==> run_1/layers.png <==
Scale: 4 px per micron.
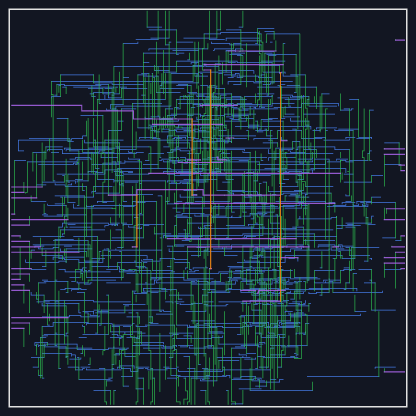
==> run_1/gates.png <==
Scale: 3 px per micron.
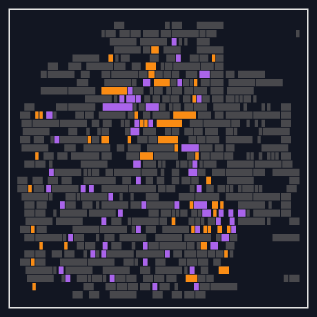
==> run_1/clock_nets.png <==
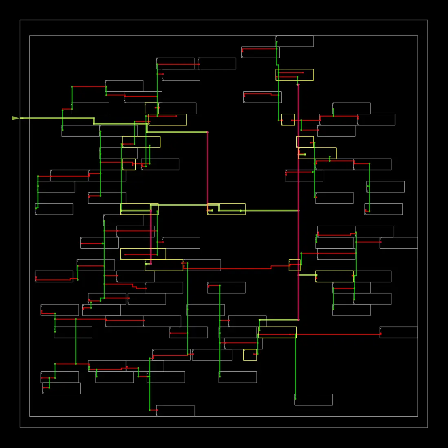
==> run_1/clock_wires.png <==
Scale: 3 px per micron.
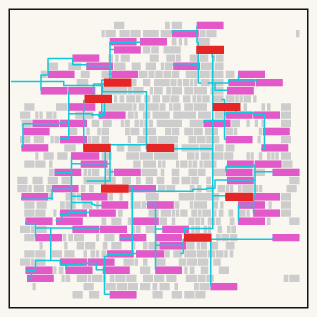
==> config.mk <==
export PLATFORM = sky130hd
export DESIGN_NAME = seg4_to_int
export DESIGN_NICKNAME = d
export VERILOG_FILES = /design/src/rtl/seg4_to_int.sv
export SDC_FILE = /design/constraint.sdc
export NUM_CORES = 1
export LEC_CHECK = 0
export CAP_MARGIN = 20
export CORE_MARGIN = 2
export CORE_UTILIZATION = 45
export CTS_BUF_LIST = sky130_fd_sc_hd__clkbuf_16
export DETAILED_ROUTE_END_ITERATION = 16
export PLACE_DENSITY = 0.71
export SYNTH_ARGS = -nofsm -noshare
export SYNTH_HDL_FRONTEND = slang
export SYNTH_SLANG_ARGS = --single-unit
==> constraint.sdc <==
create_clock -name clk -period 2.84 [get_ports clk]
set_clock_uncertainty 0.15 [all_clocks]
set_input_delay 0.284 -clock clk [delete_from_list [all_inputs] [get_ports clk]]
set_output_delay 0.284 -clock clk [all_outputs]
set_load 0.03 [all_outputs]
==> flow_summary.json, run 1 <==
{
  "largest_reg_flops": 32,
  "met1Wirelength_microns": 4320,
  "r2r_slack_ns": -0.19,
  "holdWs_ns": 0.3222,
  "grt_overflow": 0,
  "leakagePower_nw": 2.491,
  "fin_ws_ns": -0.1891,
  "fmax_mhz": 330.1,
  "grt_pass1_vias": 3259,
  "avgSynthCellArea_sq_um": 10.05,
  "drive_gt1_share_pct": 19.88,
  "via_per_inst": 5.311,
  "dpl.hpwl_microns": 6620,
  "portBuffers": 55,
  "rr_worst_depth": 11,
  "cp_data_required_time_ns": 2.91,
  "outcome": "finished, violations left",
  "layout_top_cells": "70 x dfrtp_1, 65 x nand2_1, 53 x clkdlybuf4s50_1",
  "grt_max_degree": 62,
  "power_density_nw_per_um2": 1076,
  "irDropWorstVdd_uv": 504.6,
  "synthDistinctLibCells": 52,
  "grt_pass1_wl_microns": 15760,
  "drc": 0,
  "cts_buffers": 9,
  "antenna_found_initial": 0,
  "area_leaders": "dfrtp_1 44%, mux2i_1 8.9%, ha_1 7.1%",
  "max_slew_margin_pct": 51.83,
  "fin_crit_sh_pct": 106.7,
  "fin_util_pct": 61.22,
  "clock-root-buffer": "clkbuf_16",
  "area_delta_synth_final_pct": 31.49,
  "period_minus_slack_ns": 3.029,
  "violations": "negative setup slack",
  "firstDrtPassIters": 4,
  "yosysTopAreaCellShare_pct": 44.38,
  "cp-start-kind": "flip-flop",
  "setup_viol": 9,
  "route.met2.wl_microns": 4368,
  "hold_depth": 2,
  "power.total_w": 0.005744,
  "placed_cell_area_sq_um": 4932,
  "syn_inst": 404,
  "drt_iter0_markers": 106
}
Back to the opening pictures, layers.png:
colour	layer	wire length
orange	M4	139 microns
green	M2	4370 microns
blue	M1	4320 microns
purple	M3	507 microns
final wirelength: 9333 microns
DR WL/cell: 15.53 microns
DR vias: 3192

Back to the opening pictures, gates.png:
colour	family	cells
purple	aoi and oai cells	58
orange	nor cells	45
final non-filler cell total: 601
Top cell excl fill/tap: dfrtp_1
Comb/total area: 41.25%

Back to the opening pictures, clock_nets.png:
Layout clock buffers: 9
clock tree sinks: 72

Back to the opening pictures, clock_wires.png:
[cyan] clock wires | length: 929 microns
[magenta] flip-flops | count: 72
[red] clock-net drivers | count: 9
flops lie	all over the die
routed clock nets	10
Insertion Delay late pin: 0.34 ns
clock network power share: 20.3%
P_clk: 0.00117 W

==> run 1: metal layers <==
layer | GRT usage (%) | vias up
met5 | 0 | -
met4 | 6.744 | 0
met3 | 3.830 | 11
met2 | 31.70 | 77
met1 | 27.85 | 1520
li1 | - | 1584
==> run 1: worst max-delay path, cell delays in order (launching register included) <==
cell	delay, ns
dfrtp_1	0.38
ha_1	0.30
ha_2	0.19
inv_2	0.05
fa_2	0.47
nand3b_1	0.20
o32ai_2	0.13
nor4b_4	0.28
nand4_1	0.20
nor3_2	0.17
xor2_1	0.11
mux2_4	0.27
==> run 1: repair_timing <==
action,CTS,global route
hold buffers,1,0
cloned,0,0
pin swaps,7,1
endpoints found under the hold margin,29,0
resized,4,9
setup buffers,5,0
endpoints found under the setup margin,7,11
==> run 1: logic make-up (layout without fill, tap and decap cells) <==
kind of cell | Yosys count | count (layout) | share of synthesized area [%]
simple gates | 135 | 135 | 16.27
flops | 72 | 72 | 44.38
buf+inv | 34 | 122 | 3.359
compound gates | 76 | 76 | 12.79
fa+ha+maj | 25 | 25 | 8.074
xor+xnor | 17 | 17 | 3.852
mux | 44 | 44 | 11.19
other cells | 1 | 2 | 0.09236
==> run 1: cell type report <==
class | count | area (sq um)
sequential | 72 | 1804
fill | 719 | 3382
clock inverter | 7 | 83.83
timing repair buffer | 96 | 850.8
multi-input combinational | 299 | 2202
inverter | 10 | 37.54
clock buffer | 9 | 225.2
tap | 108 | 135.1
==> run 1: power by group <==
part	switching, W	total, W	internal [W]
Clock	0.000470	0.00117	0.000697
Sequential	0.000294	0.00171	0.00141
Combinational	0.00156	0.00287	0.00131
Total	0.00233	0.00574	0.00342
==> run 1 -> run 2 <==
--- a/config.mk
+++ b/config.mk
@@ -6,7 +6,6 @@
 export NUM_CORES = 1
 export LEC_CHECK = 0
 export CAP_MARGIN = 20
-export CORE_MARGIN = 2
 export CORE_UTILIZATION = 45
 export CTS_BUF_LIST = sky130_fd_sc_hd__clkbuf_16
 export DETAILED_ROUTE_END_ITERATION = 16
==> constraint.sdc (replaced) <==
create_clock -name clk -period 2.5 [get_ports clk]
set_clock_uncertainty 0.15 [all_clocks]
set_input_delay 0.25 -clock clk [delete_from_list [all_inputs] [get_ports clk]]
set_output_delay 0.25 -clock clk [all_outputs]
set_load 0.03 [all_outputs]
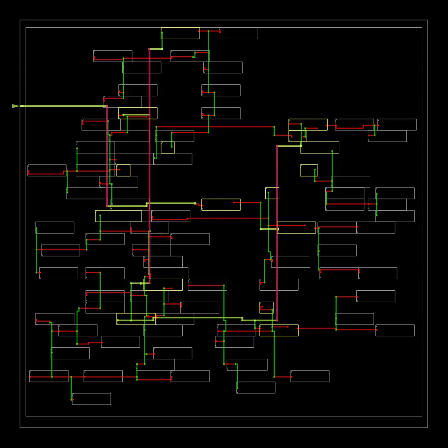
(run_2/clock_nets.png)
flop count: 72
cts bufs inserted: 9
P_clk: 0.00136 W

==> run 2 against run 1 <==
Against the previous run:
- the run still ends with negative setup slack left
- register-to-register slack lost 0.41 ns
- synthesized cell count is the same
- clock power grew about 20%
- combinational power grew 29%
- utilization grew 3.5 points
- non-clock buffer count grew 23
- largest power group unchanged
- sequential cell count is the same
- sequential power grew 14%
- worst hold slack lost 0.18 ns
- critical path depth grew 2
- maximum frequency shrank 2.1%
==> flow_summary.json, run 2 <==
{
  "seq_area_sq_um": 1804,
  "firstDrtPassIters": 5,
  "area_delta_synth_final_pct": 39.11,
  "clock-root-buffer": "clkbuf_16",
  "power.internal_w": 0.004160,
  "fin_ws_ns": -0.5943,
  "violations": "negative setup slack",
  "met3_usage_pct": 3.613,
  "postCtsHoldBufs": 1,
  "busiest_layer": "met2",
  "setup_viol": 17,
  "yosysTopAreaCellShare_pct": 44.38,
  "cp_data_required_time_ns": 2.58,
  "drt_wl_total_microns": 10010,
  "grt_pass1_vias": 3411,
  "r2r_slack_ns": -0.59,
  "avgSynthCellArea_sq_um": 10.05,
  "drive_gt1_share_pct": 25.19,
  "power_density_nw_per_um2": 1238,
  "outcome": "finished, violations left",
  "insertion_delay_ns": 0.34,
  "seq_power_share_pct": 27.8,
  "largest_reg_flops": 32,
  "fin_util_pct": 64.76
}
run 2: cell types whose count changed in the layout (fill, tap and decap cells not counted), moves of 2 or more:
cell | before | now
a21oi_1 | 12 | 10
buf_6 | 0 | 2
ha_4 | 0 | 2
xor2_1 | 7 | 5
a21oi_2 | 1 | 3
xnor2_4 | 0 | 2
clkinv_4 | 1 | 3
xnor2_1 | 8 | 6
inv_6 | 3 | 1
buf_4 | 40 | 60
run 2: final cells by class:
cell class / count / share of cell area (%)
Multi-Input combinational cell: 299 / 40.98
Sequential cell: 72 / 31.95
Timing Repair Buffer: 119 / 18.48
Clock buffer: 9 / 3.988
Tap cell: 108 / 2.393
Clock inverter: 7 / 1.551
Inverter: 10 / 0.6646
run 2: logic make-up (layout without fill, tap and decap cells):
kind of cell / count (synthesis) / in the layout / synth area share, %
fa+ha+maj: 25 / 25 / 8.074
mux: 44 / 44 / 11.19
other cells: 1 / 2 / 0.09236
flops: 72 / 72 / 44.38
compound gates: 76 / 76 / 12.79
xor+xnor: 17 / 17 / 3.852
buf+inv: 34 / 145 / 3.359
simple gates: 135 / 135 / 16.27
run 2: power by group through the flow:
stage / sequential [W] / combinational, W / clock [W]
3_3_place_gp: 0.00193 / 0.00327 / 0
2_1_floorplan: 0.00211 / 0.00191 / 0
3_5_place_dp: 0.00194 / 0.00338 / 0
4_1_cts: 0.00193 / 0.00352 / 0.00137
6_report: 0.00195 / 0.00369 / 0.00136
5_1_grt: 0.00201 / 0.00402 / 0.00141
run 2: worst max-delay path: stages (launching register included):
cell     delay, ns
dfrtp_2       0.45
or3_4         0.37
nor2_4        0.10
nand3_2       0.11
o31ai_4       0.08
ha_2          0.23
fa_2          0.23
a21oi_2       0.08
nor4_4        0.17
nor3b_4       0.24
nand4_1       0.20
nor2_1        0.20
xnor2_1       0.11
mux2_2        0.27
Power and IR drop assume default switching activity.
